### M4 wires, run 1

Scale: 4 px per um. Supply wires on this layer in gray.
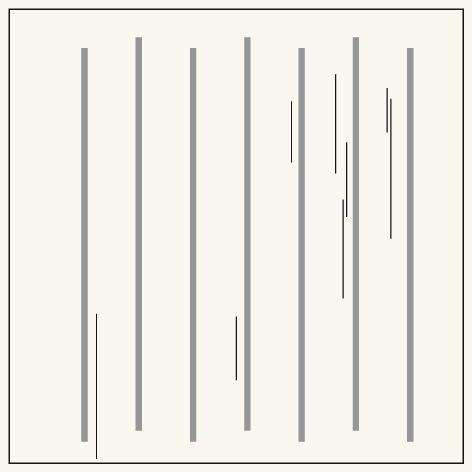
### Signal metal coverage by tile, run 1

Scale: 3 px per um. The die is cut into 23 by 23 equal tiles; white is low, dark blue is high, scaled to the fullest tile. Values are wire area over tile area, all layers added.
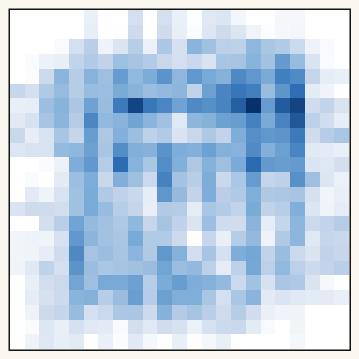
### Routing congestion, run 1

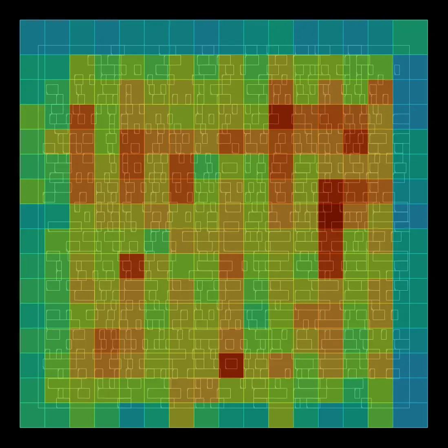
$ cat config.mk
export PLATFORM = sky130hd
export DESIGN_NAME = hazard_scoreboard_ctrl_flat
export DESIGN_NICKNAME = d
export VERILOG_FILES = /design/src/rtl/hazard_scoreboard_ctrl_if.sv /design/src/rtl/hazard_scoreboard_ctrl.sv /design/src/flat_wrapper.sv
export SDC_FILE = /design/constraint.sdc
export NUM_CORES = 1
export LEC_CHECK = 0
export ABC_AREA = 1
export CAP_MARGIN = 25
export CELL_PAD_IN_SITES_DETAIL_PLACEMENT = 2
export CELL_PAD_IN_SITES_GLOBAL_PLACEMENT = 2
export CORE_MARGIN = 5
export CORE_UTILIZATION = 25
export DETAILED_ROUTE_END_ITERATION = 12
export GPL_TIMING_DRIVEN = 0
export PLACE_DENSITY_LB_ADDON = 0.1
export SETUP_SLACK_MARGIN = 0.4
export SYNTH_ARGS = -nofsm -noshare
export SYNTH_HDL_FRONTEND = slang
export SYNTH_SLANG_ARGS = --single-unit
$ cat constraint.sdc
create_clock -name clk -period 3.1 [get_ports clk]
set_clock_uncertainty 0.2 [all_clocks]
set_input_delay 0.62 -clock clk [delete_from_list [all_inputs] [get_ports clk]]
set_output_delay 0.62 -clock clk [all_outputs]
set_load 0.01 [all_outputs]
$ cat src/rtl/hazard_scoreboard_ctrl_if.sv
// Decode-to-issue handshake between the instruction decoder and the hazard scoreboard.
// master = decoder side, slave = scoreboard controller.
interface hazard_scoreboard_ctrl_if #(
   parameter int CNT_W = 16
);
   logic             dec_valid;
   logic [4:0]       dec_rs1_sel;
   logic [4:0]       dec_rs2_sel;
   logic             dec_rs1_used;
   logic             dec_rs2_used;
   logic [4:0]       dec_rd_sel;
   logic             dec_wen;
   logic             flush;
   logic             stall;
   logic             issue;
   logic             bubble;
   logic [31:0]      pending_mask;
   logic [CNT_W-1:0] stall_count;

   modport master (
      output dec_valid, dec_rs1_sel, dec_rs2_sel, dec_rs1_used, dec_rs2_used,
             dec_rd_sel, dec_wen, flush,
      input  stall, issue, bubble, pending_mask, stall_count
   );

   modport slave (
      input  dec_valid, dec_rs1_sel, dec_rs2_sel, dec_rs1_used, dec_rs2_used,
             dec_rd_sel, dec_wen, flush,
      output stall, issue, bubble, pending_mask, stall_count
   );
endinterface

$ cat src/rtl/hazard_scoreboard_ctrl.sv
// In-order issue scoreboard: tracks in-flight destination registers for LAT cycles
// and stalls decode on read-after-write hazards. Never touches operand data.
module hazard_scoreboard_ctrl #(
   parameter int LAT   = 2,
   parameter int CNT_W = 16
) (
   input  logic                    clk,
   input  logic                    rst,
   hazard_scoreboard_ctrl_if.slave sb
);
   logic [LAT-1:0]   slot_v;
   logic [4:0]       slot_rd [LAT];
   logic [31:0]      pend;
   logic             hazard;
   logic             stall_c;
   logic             issue_c;
   logic [CNT_W-1:0] cnt;

   // The register file is not write-through, so the retiring slot still counts.
   always_comb begin
      pend = '0;
      for (int i = 0; i < LAT; i++) begin
         if (slot_v[i]) pend[slot_rd[i]] = 1'b1;
      end
      pend[0] = 1'b0;
   end

   always_comb begin
      hazard = (sb.dec_rs1_used && (sb.dec_rs1_sel != 5'd0) && pend[sb.dec_rs1_sel]) ||
               (sb.dec_rs2_used && (sb.dec_rs2_sel != 5'd0) && pend[sb.dec_rs2_sel]);
      stall_c = sb.dec_valid && hazard && !sb.flush;
      issue_c = sb.dec_valid && !hazard && !sb.flush;
   end

   assign sb.stall        = stall_c;
   assign sb.issue        = issue_c;
   assign sb.bubble       = !issue_c;
   assign sb.pending_mask = pend;
   assign sb.stall_count  = cnt;

   // A flush kills the youngest in-flight entry as it moves into slot 1.
   always_ff @(posedge clk or posedge rst) begin
      if (rst) begin
         slot_v <= '0;
         for (int i = 0; i < LAT; i++) slot_rd[i] <= 5'd0;
         cnt <= '0;
      end else begin
         slot_v[0]  <= issue_c && sb.dec_wen && (sb.dec_rd_sel != 5'd0);
         slot_rd[0] <= sb.dec_rd_sel;
         for (int i = 1; i < LAT; i++) begin
            slot_v[i]  <= (i == 1 && sb.flush) ? 1'b0 : slot_v[i-1];
            slot_rd[i] <= slot_rd[i-1];
         end
         if (stall_c && (cnt != '1)) cnt <= cnt + CNT_W'(1);
      end
   end
endmodule

$ cat src/flat_wrapper.sv
// flat-port wrapper written by rule: the top's interface ports become plain ports
module hazard_scoreboard_ctrl_flat 
#(
   parameter int LAT   = 2,
   parameter int CNT_W = 16
)
  (clk, rst, sb_dec_valid, sb_dec_rs1_sel, sb_dec_rs2_sel, sb_dec_rs1_used, sb_dec_rs2_used, sb_dec_rd_sel, sb_dec_wen, sb_flush, sb_stall, sb_issue, sb_bubble, sb_pending_mask, sb_stall_count);
  hazard_scoreboard_ctrl_if #(.CNT_W(CNT_W)) sb_i ();
  input  logic clk;
  input  logic rst;
  input wire logic [$bits(sb_i.dec_valid)-1:0] sb_dec_valid;
  input wire logic [$bits(sb_i.dec_rs1_sel)-1:0] sb_dec_rs1_sel;
  input wire logic [$bits(sb_i.dec_rs2_sel)-1:0] sb_dec_rs2_sel;
  input wire logic [$bits(sb_i.dec_rs1_used)-1:0] sb_dec_rs1_used;
  input wire logic [$bits(sb_i.dec_rs2_used)-1:0] sb_dec_rs2_used;
  input wire logic [$bits(sb_i.dec_rd_sel)-1:0] sb_dec_rd_sel;
  input wire logic [$bits(sb_i.dec_wen)-1:0] sb_dec_wen;
  input wire logic [$bits(sb_i.flush)-1:0] sb_flush;
  output wire logic [$bits(sb_i.stall)-1:0] sb_stall;
  output wire logic [$bits(sb_i.issue)-1:0] sb_issue;
  output wire logic [$bits(sb_i.bubble)-1:0] sb_bubble;
  output wire logic [$bits(sb_i.pending_mask)-1:0] sb_pending_mask;
  output wire logic [$bits(sb_i.stall_count)-1:0] sb_stall_count;
  assign sb_i.dec_valid = sb_dec_valid;
  assign sb_i.dec_rs1_sel = sb_dec_rs1_sel;
  assign sb_i.dec_rs2_sel = sb_dec_rs2_sel;
  assign sb_i.dec_rs1_used = sb_dec_rs1_used;
  assign sb_i.dec_rs2_used = sb_dec_rs2_used;
  assign sb_i.dec_rd_sel = sb_dec_rd_sel;
  assign sb_i.dec_wen = sb_dec_wen;
  assign sb_i.flush = sb_flush;
  assign sb_stall = sb_i.stall;
  assign sb_issue = sb_i.issue;
  assign sb_bubble = sb_i.bubble;
  assign sb_pending_mask = sb_i.pending_mask;
  assign sb_stall_count = sb_i.stall_count;
  hazard_scoreboard_ctrl #(.LAT(LAT), .CNT_W(CNT_W)) u_core (.clk(clk), .rst(rst), .sb(sb_i));
endmodule
==> reports/results.ini, run 1 <==
[run_status]
outcome=complete, but fails checks
violations=setup timing

[final_timing]
fin_tns_setup_ns=-0.512
worst_pin_slew_ns=0.560
setup_slack_ns=-0.183
setup_violations=3
period_used_pct=106
final.min_clock_period_ns=3.28
finalHoldViolations=0

[floorplan]
die_area_um2=12800
rows=37
die_w_um=113
fp_util_pct=25.6

[layout]
syn2layout_area_growth_pct=64.6
antenna_cells=0
final_cell_mix=nand2_1 (157), nand2_2 (51), nand3_1 (38)
fin_area_um2=4380
nets=580
final_util_pct=42.2

[synthesis]
simple_gate_area_share_pct=58.2
syn_area_um2=2660
ys_cells=449
top_cell_area_share_pct=28.7
yosysTopAreaCell=nand2_1
syn_nets=472
xor_share_pct=4.61

[worst_setup_path]
reg2reg_slack_ns=0.19
end_kind=output port
reg2reg_depth=18
path_class=input pin to output port
crit_fanout=3
rr_endpoint=u_core.sb.stall_count[1]

[clock_tree]
cts_root_buf=clkbuf_8
clk_pin_slew_ns=0.11
clk_path_buf_depth=2
ctsResizeCount=82
numCtsBuffers=3
cts_num_sinks=28
cts_tree=yes
h-tree-depth=1

[power_and_ir_drop]
combPwrFrac_pct=33.8
p_sw_share_pct=35.6
irDropWorstVdd_mv=0.211
clockPowerShare_pct=26.9
power_density_nw_per_um2=261
p_leak_nw=2.22
p_int_mw=0.736
p_seq_mw=0.449
seqPwrFrac_pct=39.3

[routing]
drc=0
viasPerCell=5.02

[hold_path]
holdPathStages=0
hp-start=u_core.slot_rd[9]

[placed_design]
finalWeightedCongestion=0.808

[global_routing]
overflow=0
antenna_found_initial=0
grtUsageMet3_pct=2.99

About 'M4 wires':
nets with wire on the layer: 8
longest straight run: 36.0 um
wire length on this layer: 180 um
main direction: vertical
share of all routed wire: 1.3%
Routed WL: 13.8 mm
Vias: 3473

About 'Signal metal coverage by tile':
fullest tile: 0.58
tiles over half the peak: 14%
mean over tiles: 0.16
nearly empty tiles: 13%
routed wire length per instance: 20.0 um
Tot GR Track Use: 19.3%

About 'Routing congestion':
met2 GRT Util: 31.9%
grt met1 use: 27.2%

[run 1: registers in the layout (all words and copies together) (netlist names)]
name and count:
u_core.sb.stall_count 16, u_core.slot_rd 10, u_core.slot_v 2
[run 1: synthesized netlist by cell type, drive strengths merged]
library cell  count
a21oi             2
buf               7
clkbuf            5
clkinv            1
conb              1
dfrtp            28
ha                1
inv              41
nand2           219
nand3            52
nand4            19
nor2             35
nor3             12
nor4              3
o21ai             5
o31ai             1
o41ai             1
or2               2
xnor2             3
xor2             11
[run 1: per-stage QoR]
stage | total power, mW | std cells | setup slack [ns]
2_1_floorplan | 0.604 | 449 | 0.414
3_3_place_gp | 0.745 | 653 | -1.09
3_5_place_dp | 0.760 | 654 | -1.17
4_1_cts | 1.08 | 668 | -0.0546
5_1_grt | 1.21 | 692 | -0.297
6_report | 1.14 | 692 | -0.183
[run 1: final cells by class]
class / count / area [um2] / area share, %
flip-flops and latches: 28 / 713 / 16.3
inverters: 42 / 161 / 3.69
multi-input cells: 367 / 2110 / 48.3
plain buffers: 12 / 76.3 / 1.74
clock inverters: 1 / 30.0 / 0.686
well taps: 136 / 170 / 3.89
clock buffers: 3 / 41.3 / 0.943
repair buffers: 103 / 1070 / 24.5
[run 1: routing by layer]
layer | vias to the layer above | part of all wire, % | wire length, um
li1 | 1637 | - | -
met1 | 1747 | 46 | 6380
met5 | - | 0 | 0
met4 | 0 | 1.3 | 179
met3 | 17 | 3.2 | 446
met2 | 72 | 49 | 6820
[run 1: critical path, stage by stage]
cell and delay (ns):
clkdlybuf4s50_1 0.46, or2_2 0.37, o31ai_1 0.28, inv_1 0.10, nand2_2 0.10, nor2_4 0.04, nand2_2 0.09, nand2_4 0.09
inv_4 0.07, nand2_2 0.06, inv_2 0.08, buf_6 0.09
### Layout detail, run 1

Region (42, 19) to (72, 49) um. Cells in gray, sequential cells in the stronger gray; small squares are vias.
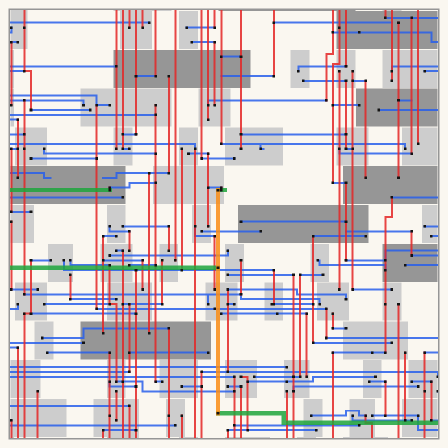

==> run 2: changes to the inputs <==
--- a/config.mk
+++ b/config.mk
@@ -5,12 +5,12 @@
 export SDC_FILE = /design/constraint.sdc
 export NUM_CORES = 1
 export LEC_CHECK = 0
-export ABC_AREA = 1
+export ABC_AREA = 0
 export CAP_MARGIN = 25
 export CELL_PAD_IN_SITES_DETAIL_PLACEMENT = 2
 export CELL_PAD_IN_SITES_GLOBAL_PLACEMENT = 2
 export CORE_MARGIN = 5
-export CORE_UTILIZATION = 25
+export CORE_UTILIZATION = 27
 export DETAILED_ROUTE_END_ITERATION = 12
 export GPL_TIMING_DRIVEN = 0
 export PLACE_DENSITY_LB_ADDON = 0.1
### Layout detail, run 2

Region (36, 15) to (66, 45) um. Cells in gray, sequential cells in the stronger gray; small squares are vias.
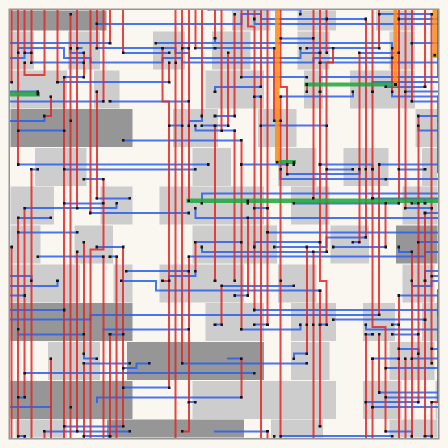
[red] met2
[green] met3
[blue] met1
[orange] met4
netlist names of flops here include: u_core.slot_rd (4), u_core.slot_v (1)
sequential cells in the window: 5
most frequent: buf_4 (13), dfrtp_2 (5)
cells with their middle in the window: 48

==> reports/results.ini, run 2 <==
[clock_tree]
numCtsBuffers=3  ; unchanged
h-tree-depth=1  ; unchanged
clk_path_buf_depth=2  ; unchanged
cts_num_sinks=28  ; unchanged
cts_tree=yes  ; unchanged
clk_pin_slew_ns=0.11  ; about the same
cts_root_buf=clkbuf_8  ; unchanged

[synthesis]
top_cell=o22ai_1  ; was nand2_1
syn_nets=282  ; was 472
ff_type=dfrtp_1  ; unchanged
ys_cells=259  ; was 449
xor_share_pct=6.20  ; was 4.61%
syn_area_um2=2260  ; was 2660 um2
top_cell_area_share_pct=31.0  ; was 28.7%
simple_gate_area_share_pct=30.2  ; was 58.2%
yosysTopAreaCell=dfrtp_1  ; was nand2_1
async_reset_ff_share_pct=100  ; unchanged
edf_count=0  ; unchanged

[worst_setup_path]
cpMaxStageDelayCell=dfrtp_2  ; was clkdlybuf4s50_1
reg2reg_depth=14  ; was 18
end_kind=output port  ; unchanged
cp_cell_sequence=buf_6, nand4b_1, buf_4, o22ai_2, mux2i_1, a311oi_1, o21ai_1, o21ai_4, nor2_2, nor2_2, buf_2  ; was clkdlybuf4s50_1, or2_2, o31ai_1, inv_1, nand2_2, nor2_4, nand2_2, nand2_4, inv_4, nand2_2, inv_2, buf_6
max_stage_delay_ns=0.48  ; was 0.46 ns
cp_top_family=AND-OR/OR-AND gates  ; was buffers and inverters
path_class=flop to output port  ; was input pin to output port
crit_buf_inv=3  ; was 5
worstSetupPathDepth=11  ; was 12
crit_fanout=5  ; was 3

[power_and_ir_drop]
p_sw_share_pct=35.1  ; was 35.6%
p_int_mw=0.783  ; was 0.736 mW
power_density_nw_per_um2=270  ; was 261 nW/um2
seqPwrFrac_pct=38.4  ; was 39.3%
combPwrFrac_pct=36.5  ; was 33.8%
irDropWorstVdd_mv=0.246  ; was 0.211 mV
clockPowerShare_pct=25.1  ; was 26.9%
p_leak_nw=1.90  ; was 2.22 nW

[final_timing]
period_used_pct=124  ; was 106%
setup_violations=21  ; was 3
finalHoldViolations=0  ; unchanged
setup_slack_ns=-0.747  ; was -0.183 ns
worst_pin_slew_ns=0.541  ; was 0.560 ns
final.min_clock_period_ns=3.85  ; was 3.28 ns

[layout]
final_cell_mix=buf_4 (48), clkdlybuf4s50_1 (35), buf_6 (30)  ; was nand2_1 (157), nand2_2 (51), nand3_1 (38)
largest_register_ffs=16  ; unchanged
logic_area_um2=2050  ; was 2110 um2
nets=424  ; was 580
syn2layout_area_growth_pct=98.0  ; was 64.6%
fin_area_um2=4480  ; was 4380 um2
antenna_cells=0  ; unchanged

[global_routing]
grt_use_total_pct=22.2  ; was 19.3%
antenna_found_initial=0  ; unchanged
overflow=0  ; unchanged

[routing]
drc=0  ; unchanged
viasPerCell=5.93  ; was 5.02
num_vias=2995  ; was 3473
avgRoutedWirePerCell_um=29.0  ; was 20.0 um

[floorplan]
fp_util_pct=27.7  ; was 25.6%
rows=33  ; was 37
die_w_um=102  ; was 113 um

[placed_design]
finalWeightedCongestion=0.839  ; was 0.808
dp_worst_setup_slack_ns=-1.34  ; was -1.17 ns

[run_status]
outcome=complete, but fails checks  ; unchanged
violations=setup timing  ; unchanged

run 2: cell count changes in the layout (fill, tap and decap cells not counted), moves of 18 or more:
| cell | before | now |
|---|---|---|
| nand3_1 | 38 | 9 |
| inv_1 | 31 | 8 |
| buf_6 | 6 | 30 |
| buf_4 | 23 | 48 |
| nand2_2 | 51 | 3 |
| nand2_1 | 157 | 15 |
| o22ai_4 | 0 | 18 |
run 2: per-stage QoR:
step	hold WS, ns	setup TNS (ns)	std cells	power, mW	utilization [%]
final	0.296	-9.72	505	1.21	54.7
after global placement	0.262	-14.55	432	0.766	39.1
after global routing	0.316	-11.84	505	1.26	54.7
after detailed placement	0.274	-14.63	433	0.777	39.5
after CTS	0.272	-4.55	474	1.15	49.3
after floorplan	0.219	0	259	0.624	-
run 2: cell type report:
class,count,share of cell area (%)
well taps,105,2.94
multi-input cells,205,45.8
repair buffers,137,29.5
plain buffers,16,3.30
clock buffers,3,0.923
inverters,10,0.895
clock inverters,1,0.671
flip-flops and latches,28,15.9
run 2: timing repair:
action	in CTS	in global routing
setup buffers	36	31
pin swaps	32	28
resized	158	67
setup endpoints to repair	51	48
gates cloned	1	0
run 2: path summary, 6_finish.rpt:
kind	start	endpoint	slack, ns
min reg2reg	u_core.sb.stall_count[8]	u_core.sb.stall_count[8]	0.30
min in group asynchronous	rst	u_core.slot_rd[4]	0.45
min	u_core.sb.stall_count[8]	u_core.sb.stall_count[8]	0.30
max	u_core.slot_rd[9]	sb_stall	-0.75
max in group asynchronous	rst	u_core.slot_v[1]	1.78
max reg2reg	u_core.slot_rd[9]	u_core.sb.stall_count[15]	-0.52
run 2: per-layer routing:
layer	GRT usage, %	vias to the layer above	part of all wire [%]
li1	-	1276	-
met1	25.5	1529	39
met2	42.1	139	52
met3	2.48	51	4.4
met4	7.36	0	4.5
met5	0	-	0
Power is estimated from default activity; no workload was simulated.
